**src/rtl/serial_frame_pkg.sv**
```systemverilog
// rtl/serial_frame_pkg.sv - shared types, constants and helpers for the serial frame receiver
package serial_frame_pkg;

  typedef enum logic [2:0] {
    IDLE   = 3'd0,
    START  = 3'd1,
    DATA   = 3'd2,
    PARITY = 3'd3,
    STOP   = 3'd4
  } rx_state_e;

  localparam int SYNC_STAGES = 2;
  localparam int MAX_DATA_W  = 9;

  // Even parity of a word zero-extended to the widest supported frame
  function automatic logic even_parity(input logic [MAX_DATA_W-1:0] d);
    return ^d;
  endfunction

endpackage

```
**src/rtl/serial_bit_timer.sv**
```systemverilog
// rtl/serial_bit_timer.sv - per-bit cycle counter with half-bit and full-bit ticks
module serial_bit_timer #(
  parameter int CLKS_PER_BIT = 16
) (
  input  logic clk,
  input  logic rst_n,
  input  logic restart,
  output logic half_tick,
  output logic full_tick
);

  localparam int CW = $clog2(CLKS_PER_BIT);

  logic [CW-1:0] r_count;

  // Count 0..CLKS_PER_BIT-1, wrapping at the end of a bit or on restart
  always_ff @(posedge clk or negedge rst_n) begin
    if (!rst_n) begin
      r_count <= '0;
    end else if (restart || full_tick) begin
      r_count <= '0;
    end else begin
      r_count <= r_count + 1'b1;
    end
  end

  assign half_tick = (r_count == CW'(CLKS_PER_BIT/2 - 1));
  assign full_tick = (r_count == CW'(CLKS_PER_BIT - 1));

endmodule

```
**src/rtl/serial_frame_rx.sv**
```systemverilog
// rtl/serial_frame_rx.sv - one-wire serial frame receiver with valid/ready byte output
module serial_frame_rx
  import serial_frame_pkg::*;
#(
  parameter int CLKS_PER_BIT = 16,
  parameter int DATA_W       = 8,
  parameter int PARITY_EN    = 1
) (
  input  logic              clk,
  input  logic              rst_n,
  input  logic              rx_line,
  output logic [DATA_W-1:0] out_data,
  output logic              out_valid,
  input  logic              out_ready,
  output logic              frame_err,
  output logic              parity_err,
  output logic              overrun,
  input  logic              err_clr
);

  logic [SYNC_STAGES-1:0] r_sync;
  rx_state_e              r_state;
  rx_state_e              w_state_next;
  logic [3:0]             r_bit_idx;
  logic [DATA_W-1:0]      r_data;
  logic [DATA_W-1:0]      r_out_data;
  logic                   r_out_valid;
  logic                   r_frame_err;
  logic                   r_parity_err;
  logic                   r_overrun;
  logic                   r_armed;
  logic                   w_rx_s;
  logic                   w_half_tick;
  logic                   w_full_tick;
  logic                   w_has_parity;
  logic                   w_perr;
  logic                   w_stop_sample;
  logic                   w_good;
  logic                   w_ferr_evt;
  logic                   w_perr_evt;
  logic                   w_ovr_evt;

  // Two-flop synchroniser for the asynchronous pad; idles high
  always_ff @(posedge clk or negedge rst_n) begin
    if (!rst_n) begin
      r_sync <= '1;
    end else begin
      r_sync <= {r_sync[SYNC_STAGES-2:0], rx_line};
    end
  end

  assign w_rx_s = r_sync[SYNC_STAGES-1];

  serial_bit_timer #(
    .CLKS_PER_BIT(CLKS_PER_BIT)
  ) u_timer (
    .clk      (clk),
    .rst_n    (rst_n),
    .restart  (w_state_next != r_state),
    .half_tick(w_half_tick),
    .full_tick(w_full_tick)
  );

  generate
    if (PARITY_EN != 0) begin : g_parity
      logic r_perr;
      // Latch the parity verdict at the parity-bit sample for use at the stop sample
      always_ff @(posedge clk or negedge rst_n) begin
        if (!rst_n) begin
          r_perr <= 1'b0;
        end else if (r_state == PARITY && w_full_tick) begin
          r_perr <= even_parity(MAX_DATA_W'(r_data)) ^ w_rx_s;
        end
      end
      assign w_perr       = r_perr;
      assign w_has_parity = 1'b1;
    end else begin : g_no_parity
      assign w_perr       = 1'b0;
      assign w_has_parity = 1'b0;
    end
  endgenerate

  // FSM state register
  always_ff @(posedge clk or negedge rst_n) begin
    if (!rst_n) begin
      r_state <= IDLE;
    end else begin
      r_state <= w_state_next;
    end
  end

  // FSM next-state decode
  always_comb begin
    w_state_next = r_state;
    case (r_state)
      IDLE:    if (r_armed && !w_rx_s) w_state_next = START;
      START:   if (w_half_tick) w_state_next = w_rx_s ? IDLE : DATA;
      DATA:    if (w_full_tick && r_bit_idx == 4'(DATA_W - 1))
                 w_state_next = w_has_parity ? PARITY : STOP;
      PARITY:  if (w_full_tick) w_state_next = STOP;
      STOP:    if (w_full_tick) w_state_next = IDLE;
      default: w_state_next = IDLE;
    endcase
  end

  // Shift data bits in LSB first at each mid-bit sample
  always_ff @(posedge clk or negedge rst_n) begin
    if (!rst_n) begin
      r_data    <= '0;
      r_bit_idx <= '0;
    end else if (r_state == START) begin
      r_bit_idx <= '0;
    end else if (r_state == DATA && w_full_tick) begin
      r_data    <= {w_rx_s, r_data[DATA_W-1:1]};
      r_bit_idx <= r_bit_idx + 1'b1;
    end
  end

  assign w_stop_sample = (r_state == STOP) && w_full_tick;
  assign w_ferr_evt    = w_stop_sample && !w_rx_s;
  assign w_perr_evt    = w_stop_sample && w_rx_s && w_perr;
  assign w_good        = w_stop_sample && w_rx_s && !w_perr;
  assign w_ovr_evt     = w_good && r_out_valid && !out_ready;

  // Output holding register with valid/ready handshake
  always_ff @(posedge clk or negedge rst_n) begin
    if (!rst_n) begin
      r_out_data  <= '0;
      r_out_valid <= 1'b0;
    end else if (w_good && (!r_out_valid || out_ready)) begin
      r_out_data  <= r_data;
      r_out_valid <= 1'b1;
    end else if (r_out_valid && out_ready) begin
      r_out_valid <= 1'b0;
    end
  end

  // Sticky error flags; a new error in the clear cycle still sets the flag
  always_ff @(posedge clk or negedge rst_n) begin
    if (!rst_n) begin
      r_frame_err  <= 1'b0;
      r_parity_err <= 1'b0;
      r_overrun    <= 1'b0;
    end else begin
      if (err_clr) begin
        r_frame_err  <= 1'b0;
        r_parity_err <= 1'b0;
        r_overrun    <= 1'b0;
      end
      if (w_ferr_evt) r_frame_err  <= 1'b1;
      if (w_perr_evt) r_parity_err <= 1'b1;
      if (w_ovr_evt)  r_overrun    <= 1'b1;
    end
  end

  // After a bad stop bit, ignore a held-low line until it returns high
  always_ff @(posedge clk or negedge rst_n) begin
    if (!rst_n) begin
      r_armed <= 1'b1;
    end else if (w_ferr_evt) begin
      r_armed <= 1'b0;
    end else if (w_rx_s) begin
      r_armed <= 1'b1;
    end
  end

  assign out_data   = r_out_data;
  assign out_valid  = r_out_valid;
  assign frame_err  = r_frame_err;
  assign parity_err = r_parity_err;
  assign overrun    = r_overrun;

endmodule

```
**config.mk**
```make
export PLATFORM = sky130hd
export DESIGN_NAME = serial_frame_rx
export DESIGN_NICKNAME = d
export VERILOG_FILES = /design/src/rtl/serial_frame_pkg.sv /design/src/rtl/serial_bit_timer.sv /design/src/rtl/serial_frame_rx.sv
export SDC_FILE = /design/constraint.sdc
export NUM_CORES = 1
export LEC_CHECK = 0
export ABC_AREA = 1
export CORE_MARGIN = 5
export CORE_UTILIZATION = 45
export DETAILED_ROUTE_END_ITERATION = 8
export GPL_TIMING_DRIVEN = 1
export PLACE_DENSITY_LB_ADDON = 0.05
export SYNTH_ARGS = -nofsm -noshare
export SYNTH_HDL_FRONTEND = slang
export SYNTH_SLANG_ARGS = --single-unit
```
**constraint.sdc**
```tcl
create_clock -name clk -period 1.4 [get_ports clk]
set_input_delay 0.14 -clock clk [delete_from_list [all_inputs] [get_ports clk]]
set_output_delay 0.14 -clock clk [all_outputs]
set_load 0.01 [all_outputs]
```
Figure 1. Sequential cells coloured by netlist name (run 1).
Scale bar: 20 um. Other sequential cells in the stronger grey, the rest of the logic in the fainter grey.
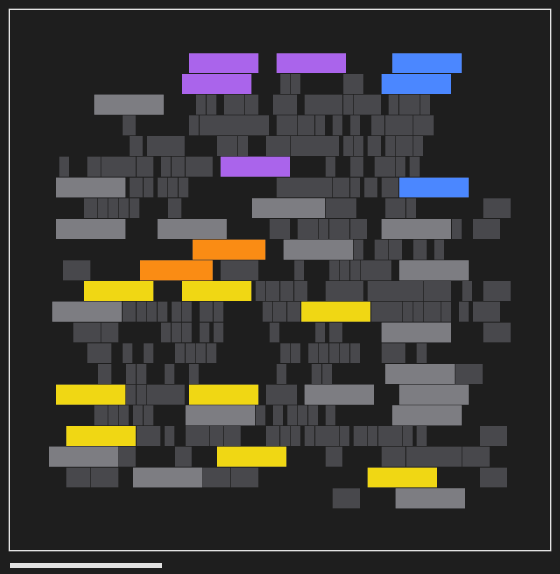
u_timer.r_count -> purple  # sequential cells 4, where top middle
r_state -> blue  # sequential cells 3
r_sync -> orange  # sequential cells 2
r_data -> yellow  # sequential cells 8
not coloured = 18

Figure 2. Wires at chosen ports, followed through buffers (run 1).
Scale bar: 20 um.
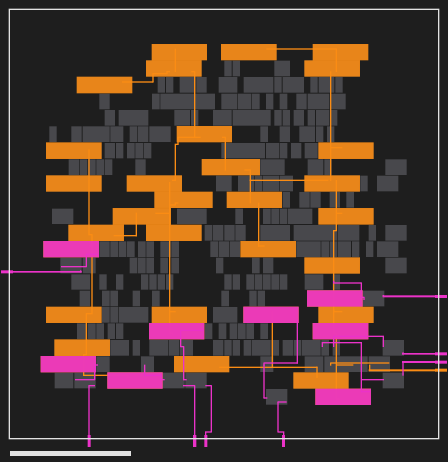
rst_n -> orange  # bits 1, direction input, edge right, end cells 35, buffers 2, wire 282 um
out_data -> magenta  # bits 8, direction output, edge 4 bottom, 3 right, 1 left, end cells 8, buffers 8, wire 161 um

Figure 3. Logic cells by family (run 1).
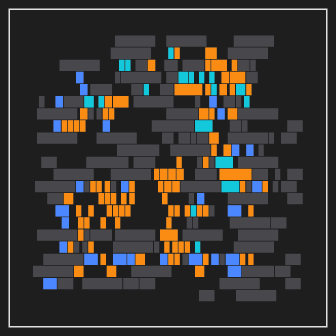
inverting AOI/OAI gates -> blue  # cells 26
NOR gates -> cyan  # cells 18
NAND gates -> orange  # cells 86

==> summary.rpt, run 1 <==
PHYSICAL IMPLEMENTATION REPORT
----------------------------------------------------
[Outcome]
  Run status ........................ finished with violations
  Violations in the final reports ........................ negative setup slack

[Layout]
  Proportion of layout cells with a drive suffix above 1 ........................ 20.4%
  Multi-input combinational gate total ........................ 135
  Footprint of the multi-input gates ........................ 738 sq um
  Layout Cell Area excl Fill ........................ 2120 sq um
  Clk_buf instances ........................ 8
  Number of nets in the final layout ........................ 236
  Total inserted antenna cells ........................ 0
  Most instantiated logic cells after routing ........................ 60 x nand2_1, 32 x dfrtp_1, 24 x inv_1, 16 x clkdlybuf4s50_1, 15 x o21ai_0
  Top cell class by occupied area ........................ sequential cells
  Non-clk bufs ........................ 27
  Clk cell area share ........................ 3.78%
  FILL cells ........................ 336
  FF+latch count ........................ 35
  Count of inverters not on the clock network in the layout ........................ 25
  Post-layout util ........................ 58.3%
  Logic gate fraction of the total cell area ........................ 34.8%
  Synth-to-Final Area Change ........................ 27.0%
  Top cell excl fill/tap ........................ nand2_1
  Fraction of area in non-clock buffers ........................ 12.6%
  Sequential standard cell area ........................ 880 sq um

[Pwr]
  Total power per unit cell area ........................ 1140 nW/um^2
  Group drawing the most power ........................ registers
  Seq. pwr ........................ 0.00117 W
  Power consumed by combinational cells ........................ 0.000549 W
  Cell internal power dissipation ........................ 0.00172 W
  Total Power ........................ 0.00241 W
  Power attributed to the clock group ........................ 0.000685 W
  Switching share of power ........................ 28.7%
  Part of the power in the clock network ........................ 28.5%
  Part of the total power dissipated in sequential elements ........................ 48.7%

[Global routing]
  Initial antenna violation count ........................ 0
  Fraction of met1 tracks used by global routing ........................ 18.9%
  Busiest metal layer after global routing ........................ met2
  Number of global-route vias before repair ........................ 1290
  Maximum number of pins on one net before global-route repair ........................ 36
  Total global-route track usage ........................ 14.5%
  Global-route wire length before repair ........................ 5690 um
  Met2 Usage GRT ........................ 21.2%

[Worst setup path]
  Beginning of the worst register-to-register path ........................ u_timer.r_count[1]$_DFF_PN0_
  Worst reg2reg endpoint ........................ out_data[6]$_DFFE_PN0P_
  Delay-heaviest family, CP ........................ simple AND/OR/NAND/NOR gates
  Worst Setup SP ........................ u_timer.r_count[1]$_DFF_PN0_
  Data required time at the worst endpoint ........................ 1610 ps
  Length in cells of the worst reg-to-reg path ........................ 7
  CP Cell Sequence ........................ ha_4, nand3_4, nor2_4, nand2_2, nor2_4, nand2_4, o21ai_2
  Stages on worst setup path ........................ 7
  Worst setup path category ........................ register to register
  Crit start category ........................ register
  Worst setup path endpoint ........................ out_data[6]$_DFFE_PN0P_
  Top fanout value on the critical path ........................ 8
  Worst Setup End Kind ........................ register

[Detailed routing]
  Detail Route Antenna Nets ........................ 0
  Total met2 wirelength after detailed routing ........................ 1410 um
  Met3 wire len ........................ 173 um
  DRC viols ........................ 0
  Sum of routed wire length over all layers ........................ 3130 um
  Met1 Routed Length ........................ 1530 um
  Post-detailed-route wirelength per cell ........................ 11.3 um
  Total via count after detailed routing ........................ 1342
  Number of vias per cell after detailed routing ........................ 4.83
  Number of DRC markers in iteration 0 ........................ 139
  Uppermost routed layer ........................ met4

[Synthesis]
  Synthesized registers ........................ 35
  Area share of fa/ha/maj cells after synthesis ........................ 1.50%
  Yosys stat cell total ........................ 197
  Synthesized instance count ........................ 197
  Count of flip-flops with a built-in enable after synthesis ........................ 0
  Commonest register cell after synthesis ........................ dfrtp_1
  Synth cell types ........................ 26
  Chip area in the Yosys report ........................ 1670 sq um
  AND-OR/OR-AND share of the synthesized area ........................ 10.1%
  Largest logic family ........................ simple AND/OR/NAND/NOR gates
  Number of warnings printed during yosys synthesis ........................ 0
  Main area contributors after synthesis ........................ dfrtp_1 48%, nand2_1 14%, inv_1 5.6%
  Most instantiated cells after synthesis ........................ 64 x nand2_1, 32 x dfrtp_1, 25 x inv_1, 15 x o21ai_0, 14 x nor2_1

[Placement]
  Worst slack at placement ........................ -39.1 ps
  HPWL after DPL ........................ 2090 um
  Total instance count after detailed placement ........................ 267
  Total placed instance area ........................ 1960 sq um

[STA]
  Period minus WS final ........................ 1470 ps
  Final setup violation count ........................ 12
  Tightest Pin Transition ........................ 350 ps
  Hold violation total from the final report ........................ 0
  Worst hold-check slack ........................ 230 ps
  Final clock period utilization by the worst path ........................ 105%
  Worst path setup slack after routing ........................ -65.5 ps
  Worst Clk Skew ........................ 6.37 ps
  Final max-slew violation count ........................ 0

[Floorplanning]
  Die Width ........................ 70.9 um
  Die Area ........................ 5030 sq um
  FP Rows ........................ 22
  # IOs ........................ 17
  Placeable Area ........................ 3630 sq um
  Core utilization before placement ........................ 45.9%
  Count of inserted tapcells ........................ 48

[Clock network]
  Post-CTS setup buffer count ........................ 2
  Inserted Clock Buffers ........................ 5
  TritonCTS clock tree ........................ yes
  Maximum clock path buffer count ........................ 2
  Clock net sink count ........................ 35
  Hold_buf cts ........................ 0
  Clk root buf ........................ clkbuf_8
  # resized after CTS ........................ 1

[Flow run]
  Maximum capacitance violations ........................ 0

----------------------------------------------------
Figure 4. Close-up of the layout (run 1).
Scale bar: 10 um. Region (5, 5) to (30, 30) um. Cells in grey, sequential cells in the stronger grey; small squares are vias.
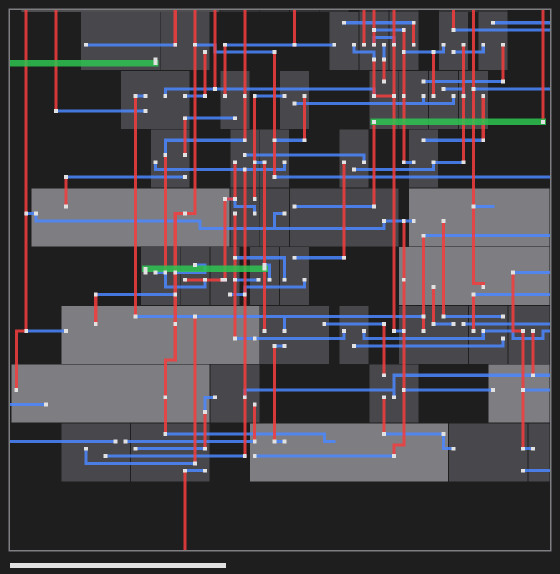

==> run 2: changes to the inputs <==
- CORE_UTILIZATION: 45 -> 50
- GPL_TIMING_DRIVEN: 1 -> unset
Figure 5. Close-up of the layout (run 2).
Scale bar: 10 um. Region (4, 4) to (29, 29) um. Cells in grey, sequential cells in the stronger grey; small squares are vias.
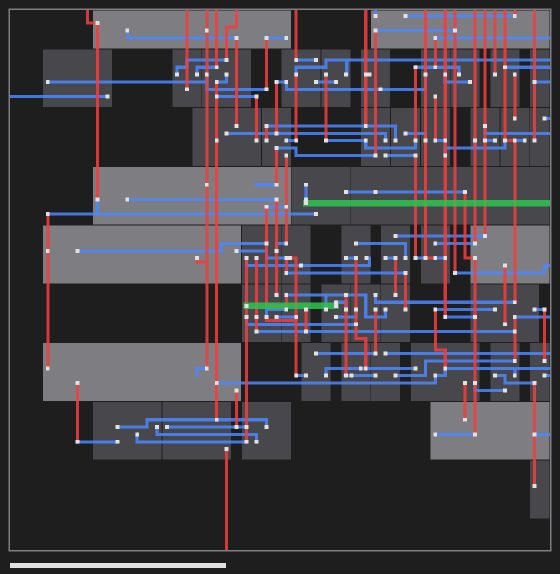
metal 2 -> red
metal 3 -> green
metal 1 -> blue
sequential cells in the window = 6
cells with their middle in the window = 44
most frequent = nand2_1 (21), dfrtp_1 (6)
netlist names of flops here include = out_data (3), r_data (3)

Figure 6. Congestion heat map (run 2).
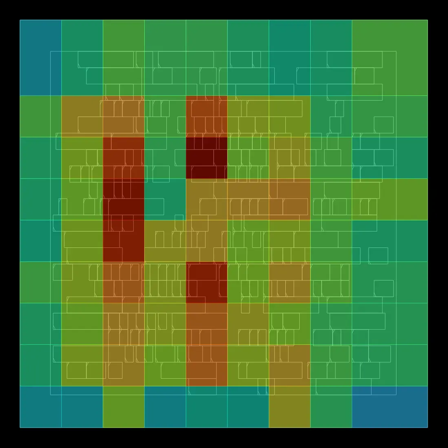
post-detailed-route wirelength per cell: 11.5 um
met2 Usage GRT: 27.2%

Figure 7. Sequential cells coloured by netlist name (run 2).
Scale bar: 20 um. Other sequential cells in the stronger grey, the rest of the logic in the fainter grey.
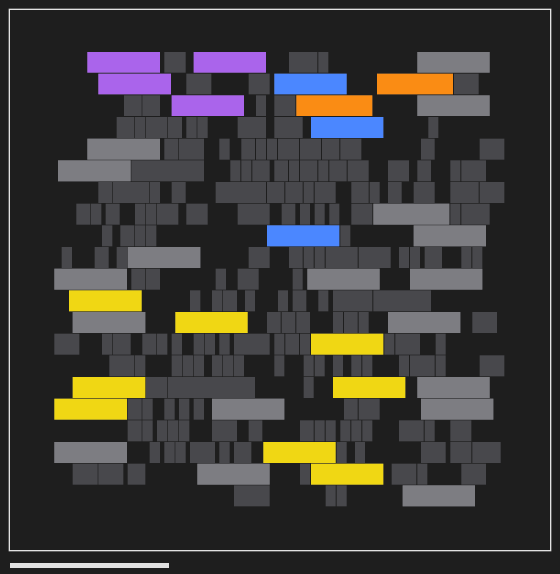
u_timer.r_count -> purple  # sequential cells 4
r_data -> yellow  # sequential cells 8
r_state -> blue  # sequential cells 3
r_sync -> orange  # sequential cells 2

==> run 2 against run 1 <==
  * The flow still finishes with violations (negative setup slack)
  * Clock skew rose by 14 ps
  * Count of clock-buffer cells in the layout fell by 2
  * Worst setup slack improved by 17 ps
  * Combinational power rose by 8.6%
  * First-iteration DRC count fell by 35%
  * Clock power rose by 12%
  * Global-route usage rose by 1.8 points
  * Wire length rose by 2.0%
  * Via count rose by 1.6%
  * Core utilization rose by 5.4 points
  * Non-clock buffer count rose by 2
  * Flip-flop count did not move
  * Critical path type unchanged
  * Largest power group unchanged
==> summary.rpt, run 2 <==
PHYSICAL IMPLEMENTATION REPORT
----------------------------------------------------
[Outcome]
  Run status ........................ finished with violations
  Violations in the final reports ........................ negative setup slack

[Placement]
  Total instance count after detailed placement ........................ 267
  HPWL after DPL ........................ 2330 um
  Worst slack at placement ........................ -44.0 ps
  Total placed instance area ........................ 1960 sq um

[Layout]
  Number of nets in the final layout ........................ 237
  FF+latch count ........................ 35
  Sequential standard cell area ........................ 880 sq um
  Multi-input combinational gate total ........................ 134
  Clk cell area share ........................ 4.12%
  Post-layout instance count excluding filler cells ........................ 277
  Seq/total area ........................ 42.0%
  Proportion of layout cells with a drive suffix above 1 ........................ 22.9%
  Top cell class by occupied area ........................ sequential cells
  Total inserted antenna cells ........................ 0
  Most instantiated logic cells after routing ........................ 61 x nand2_1, 32 x dfrtp_1, 23 x inv_1, 15 x o21ai_0, 13 x buf_4
  FILL cells ........................ 286
  Fraction of area in non-clock buffers ........................ 11.9%
  Count of inverters not on the clock network in the layout ........................ 25
  Footprint of the multi-input gates ........................ 727 sq um
  Layout Cell Area excl Fill ........................ 2090 sq um
  Synth-to-Final Area Change ........................ 25.5%
  Logic gate fraction of the total cell area ........................ 34.7%
  Post-layout util ........................ 63.8%
  Non-clk bufs ........................ 29

[Pwr]
  Cell internal power dissipation ........................ 0.00180 W
  Group drawing the most power ........................ registers
  Power consumed by combinational cells ........................ 0.000596 W
  Part of the power in the clock network ........................ 30.3%
  Power attributed to the clock group ........................ 0.000767 W
  Seq. pwr ........................ 0.00117 W
  Total power per unit cell area ........................ 1210 nW/um^2
  Total Power ........................ 0.00253 W
  Part of the total power dissipated in sequential elements ........................ 46.2%
  Largest voltage drop on the vdd net ........................ 1.04 mV
  Switching share of power ........................ 28.9%

[Synthesis]
  Most used standard cell by instance count after synthesis ........................ nand2_1
  Commonest register cell after synthesis ........................ dfrtp_1
  Synthesized registers ........................ 35
  Largest logic family ........................ simple AND/OR/NAND/NOR gates
  Yosys stat cell total ........................ 197
  Area share of fa/ha/maj cells after synthesis ........................ 1.50%
  Main area contributors after synthesis ........................ dfrtp_1 48%, nand2_1 14%, inv_1 5.6%
  Chip area in the Yosys report ........................ 1670 sq um
  Count of flip-flops with a built-in enable after synthesis ........................ 0
  Number of warnings printed during yosys synthesis ........................ 0
  Synthesized instance count ........................ 197
  AND-OR/OR-AND share of the synthesized area ........................ 10.1%
  Synth cell types ........................ 26
  Avg Cell Area, Syn ........................ 8.47 sq um

[STA]
  Hold violation total from the final report ........................ 0
  Max-slew headroom at the worst pin ........................ 78.4%
  Period minus WS final ........................ 1450 ps
  Tightest Pin Transition ........................ 321 ps
  Worst Clk Skew ........................ 20.0 ps
  Final setup violation count ........................ 8
  Final clock period utilization by the worst path ........................ 103%
  Final max-slew violation count ........................ 0
  Worst path setup slack after routing ........................ -48.9 ps
  Worst hold-check slack ........................ 117 ps

[Clock network]
  # resized after CTS ........................ 12
  Inserted Clock Buffers ........................ 5
  Maximum clock path buffer count ........................ 2
  Clock net sink count ........................ 35
  Hold_buf cts ........................ 0
  Clk root buf ........................ clkbuf_4
  TritonCTS clock tree ........................ yes
  Post-CTS setup buffer count ........................ 0

[Detailed routing]
  Number of DRC markers in iteration 0 ........................ 90
  Met3 wire len ........................ 169 um
  Detail Route Antenna Nets ........................ 0
  Met1 Routed Length ........................ 1440 um
  Uppermost routed layer ........................ met4
  DRC viols ........................ 0
  Total via count after detailed routing ........................ 1364
  Number of vias per cell after detailed routing ........................ 4.92
  Sum of routed wire length over all layers ........................ 3190 um
  Iteration count of the initial detailed-routing pass ........................ 4
  Total met2 wirelength after detailed routing ........................ 1520 um

[Global routing]
  Number of global-route vias before repair ........................ 1316
  Total global-route track usage ........................ 16.3%
  Fraction of met1 tracks used by global routing ........................ 18.1%
  Initial antenna violation count ........................ 0
  Busiest metal layer after global routing ........................ met2
  Maximum number of pins on one net before global-route repair ........................ 21
  Global-route wire length before repair ........................ 5550 um

[Worst setup path]
  Top fanout value on the critical path ........................ 16
  Delay-heaviest family, CP ........................ simple AND/OR/NAND/NOR gates
  Data required time at the worst endpoint ........................ 1630 ps
  Worst setup path category ........................ register to register
  Length in cells of the worst reg-to-reg path ........................ 8
  Worst Setup End Kind ........................ register
  Stages on worst setup path ........................ 8
  Worst setup path endpoint ........................ out_data[4]$_DFFE_PN0P_
  Worst reg2reg endpoint ........................ out_data[4]$_DFFE_PN0P_
  Worst Setup SP ........................ u_timer.r_count[1]$_DFF_PN0_
  Beginning of the worst register-to-register path ........................ u_timer.r_count[1]$_DFF_PN0_
  CP Cell Sequence ........................ ha_4, nand3_4, nor2_4, nand2_2, nor2_4, nand2_8, nand2_1, o21ai_2
  Crit start category ........................ register

[Flow run]
  Maximum capacitance violations ........................ 0
  Number of warnings in the stage logs ........................ 28

[Floorplanning]
  # IOs ........................ 17
  Die Width ........................ 67.8 um
  Core utilization before placement ........................ 50.8%
  FP Rows ........................ 21
  Count of inserted tapcells ........................ 46
  Placeable Area ........................ 3280 sq um
  Die Area ........................ 4590 sq um

----------------------------------------------------
==> run 3: changes to the inputs <==
- CAP_MARGIN: unset -> 20
Figure 8. Wires at chosen ports, followed through buffers (run 3).
Scale bar: 20 um.
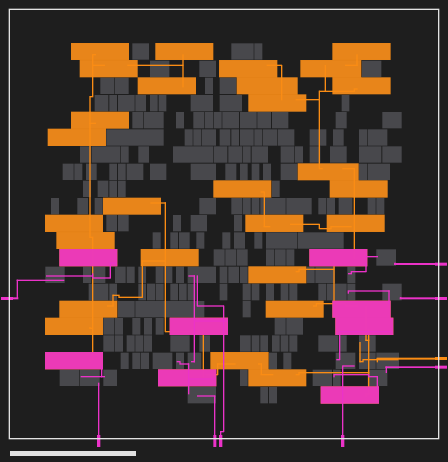
rst_n -> orange  # bits 1, direction input, edge right, end cells 35, buffers 3, wire 271 um
out_data -> magenta  # bits 8, direction output, edge 4 bottom, 3 right, 1 left, end cells 8, buffers 8, wire 181 um

Figure 9. Close-up of the layout (run 3).
Scale bar: 10 um. Region (4, 4) to (29, 29) um. Cells in grey, sequential cells in the stronger grey; small squares are vias.
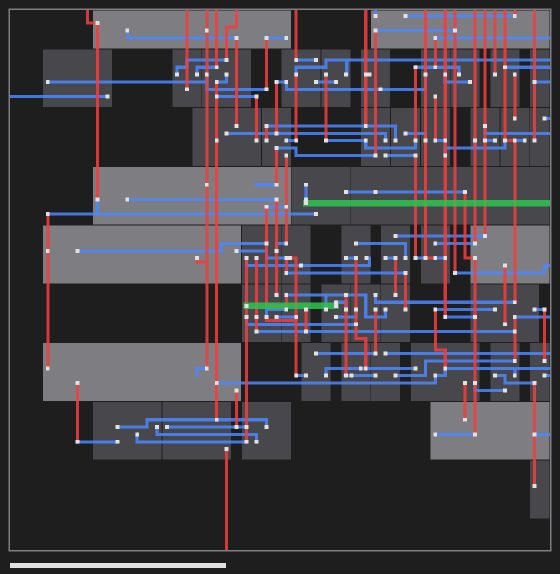
metal 1 -> blue
metal 2 -> red
metal 3 -> green
netlist names of flops here include = out_data (3), r_data (3)
sequential cells in the window = 6
most frequent = nand2_1 (21), dfrtp_1 (6)
cells with their middle in the window = 44

Figure 10. Sequential cells coloured by netlist name (run 3).
Scale bar: 20 um. Other sequential cells in the stronger grey, the rest of the logic in the fainter grey.
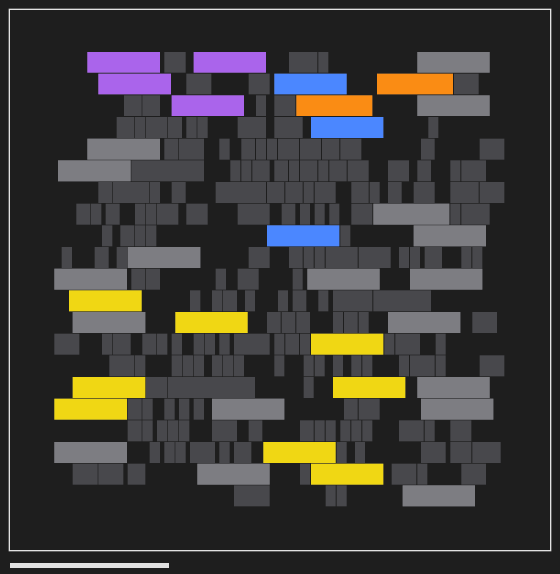
u_timer.r_count -> purple  # sequential cells 4
r_state -> blue  # sequential cells 3
r_data -> yellow  # sequential cells 8
r_sync -> orange  # sequential cells 2
not coloured = 18

==> run 3 against run 2 <==
  * The run still ends with negative setup slack left
  * Via count stayed put
  * Count of clock-buffer cells in the layout stayed put
  * Clock power hardly changed
  * Flip-flop count stayed put
  * First-iteration DRC count stayed put
  * Critical path depth stayed put
  * Clock skew stayed put
  * Largest cell class unchanged
==> summary.rpt, run 3 <==
PHYSICAL IMPLEMENTATION REPORT
----------------------------------------------------
[Worst setup path]
  Worst setup path endpoint ........................ out_data[4]$_DFFE_PN0P_
  Worst setup path category ........................ register to register
  Stages on worst setup path ........................ 8
  Crit start category ........................ register
  Worst Setup SP ........................ u_timer.r_count[1]$_DFF_PN0_
  Delay-heaviest family, CP ........................ simple AND/OR/NAND/NOR gates
  Beginning of the worst register-to-register path ........................ u_timer.r_count[1]$_DFF_PN0_
  Worst reg2reg endpoint ........................ out_data[4]$_DFFE_PN0P_
  Slowest stage delay, CP ........................ 410 ps
  Register-to-register setup slack ........................ -50 ps
  Top fanout value on the critical path ........................ 16
  Worst Setup End Kind ........................ register
  CP Cell Sequence ........................ ha_4, nand3_4, nor2_4, nand2_2, nor2_4, nand2_8, nand2_1, o21ai_2
  Data required time at the worst endpoint ........................ 1630 ps
  Length in cells of the worst reg-to-reg path ........................ 8
  Cell with the biggest individual delay on the critical path ........................ dfrtp_1

[Detailed routing]
  Met1 Routed Length ........................ 1440 um
  Total met2 wirelength after detailed routing ........................ 1520 um
  Uppermost routed layer ........................ met4
  DRC viols ........................ 0
  Total via count after detailed routing ........................ 1364
  Detail Route Antenna Nets ........................ 0
  Post-detailed-route wirelength per cell ........................ 11.5 um
  Sum of routed wire length over all layers ........................ 3190 um
  Iteration count of the initial detailed-routing pass ........................ 4
  Number of vias per cell after detailed routing ........................ 4.92
  Number of DRC markers in iteration 0 ........................ 90
  Met3 wire len ........................ 169 um

[STA]
  Final clock period utilization by the worst path ........................ 103%
  Worst Clk Skew ........................ 20.0 ps
  FMAX ........................ 0.690 GHz
  Final max-slew violation count ........................ 0
  Final setup violation count ........................ 8
  Total Negative Setup Slacks ........................ -247 ps
  Worst path setup slack after routing ........................ -48.9 ps
  Hold violation total from the final report ........................ 0
  Worst hold-check slack ........................ 117 ps
  Period minus WS final ........................ 1450 ps
  Tightest Pin Transition ........................ 321 ps
  Setup repair after global routing missed its margin ........................ true
  Max-slew headroom at the worst pin ........................ 78.4%

[Layout]
  Layout Cell Area excl Fill ........................ 2090 sq um
  Number of nets in the final layout ........................ 237
  Post-layout util ........................ 63.8%
  Fraction of area in non-clock buffers ........................ 11.9%
  FF+latch count ........................ 35
  Non-clk bufs ........................ 29
  Clk_buf instances ........................ 6
  Total inserted antenna cells ........................ 0
  FILL cells ........................ 286
  Seq/total area ........................ 42.0%
  Top cell class by occupied area ........................ sequential cells
  Top cell excl fill/tap ........................ nand2_1
  Most instantiated logic cells after routing ........................ 61 x nand2_1, 32 x dfrtp_1, 23 x inv_1, 15 x o21ai_0, 13 x buf_4
  Synth-to-Final Area Change ........................ 25.5%
  Sequential standard cell area ........................ 880 sq um
  Multi-input combinational gate total ........................ 134
  Logic gate fraction of the total cell area ........................ 34.7%
  Clk cell area share ........................ 4.12%
  Footprint of the multi-input gates ........................ 727 sq um
  Count of inverters not on the clock network in the layout ........................ 25
  Proportion of layout cells with a drive suffix above 1 ........................ 22.9%
  Post-layout instance count excluding filler cells ........................ 277

[Floorplanning]
  Die Area ........................ 4590 sq um
  Count of inserted tapcells ........................ 46
  Placeable Area ........................ 3280 sq um
  # IOs ........................ 17
  Die Width ........................ 67.8 um
  FP Rows ........................ 21
  Core utilization before placement ........................ 50.8%

[Clock network]
  Hold_buf cts ........................ 0
  Post-CTS setup buffer count ........................ 0
  # resized after CTS ........................ 12
  TritonCTS clock tree ........................ yes
  Inserted Clock Buffers ........................ 5
  Clock latency of the later-clocked register in the worst-skew pair ........................ 350 ps
  Clk root buf ........................ clkbuf_4
  Clock net sink count ........................ 35
  Maximum clock path buffer count ........................ 2

[Synthesis]
  Main area contributors after synthesis ........................ dfrtp_1 48%, nand2_1 14%, inv_1 5.6%
  Synthesized registers ........................ 35
  Number of warnings printed during yosys synthesis ........................ 0
  Multiplexer share of the synthesized area ........................ 0%
  Area share of fa/ha/maj cells after synthesis ........................ 1.50%
  Largest logic family ........................ simple AND/OR/NAND/NOR gates
  Most instantiated cells after synthesis ........................ 64 x nand2_1, 32 x dfrtp_1, 25 x inv_1, 15 x o21ai_0, 14 x nor2_1
  Avg Cell Area, Syn ........................ 8.47 sq um
  Post-Synth XOR/XNOR Area ........................ 1.05%
  Chip area in the Yosys report ........................ 1670 sq um
  Area share of the largest cell type after synthesis ........................ 48.0%
  AND-OR/OR-AND share of the synthesized area ........................ 10.1%
  Synthesized instance count ........................ 197
  Total nets after synthesis ........................ 204
  Share of synthesized area occupied by flip-flops and latches ........................ 52.7%
  Most used standard cell by instance count after synthesis ........................ nand2_1
  Simple-gate portion of the synthesized area ........................ 27.8%
  Commonest register cell after synthesis ........................ dfrtp_1
  Synth cell types ........................ 26
  Yosys stat cell total ........................ 197
  Count of flip-flops with a built-in enable after synthesis ........................ 0

[Outcome]
  Run status ........................ finished with violations
  Violations in the final reports ........................ negative setup slack

[Pwr]
  Largest voltage drop on the vdd net ........................ 1.04 mV
  Group drawing the most power ........................ registers
  Part of the total power dissipated in sequential elements ........................ 46.2%
  Total power per unit cell area ........................ 1210 nW/um^2
  Total Power ........................ 0.00253 W
  Part of the power in the clock network ........................ 30.3%
  Power attributed to the clock group ........................ 0.000767 W
  Power consumed by combinational cells ........................ 0.000596 W
  Cell internal power dissipation ........................ 0.00180 W
  Seq. pwr ........................ 0.00117 W
  Switching share of power ........................ 28.9%

[Global routing]
  Total global-route track usage ........................ 16.3%
  Initial antenna violation count ........................ 0
  Global-route wire length before repair ........................ 5550 um
  Maximum number of pins on one net before global-route repair ........................ 21
  Met2 Usage GRT ........................ 27.2%
  Fraction of met1 tracks used by global routing ........................ 18.1%
  Number of global-route vias before repair ........................ 1316
  Busiest metal layer after global routing ........................ met2

[Flow run]
  Maximum capacitance violations ........................ 0
  Number of warnings in the stage logs ........................ 28

[Placement]
  Total placed instance area ........................ 1960 sq um
  Number of buffer cells added on primary ports ........................ 16
  HPWL after DPL ........................ 2330 um
  Worst slack at placement ........................ -44.0 ps
  Total instance count after detailed placement ........................ 267

----------------------------------------------------
No activity file was given, so power comes from the tool's default toggle rates.
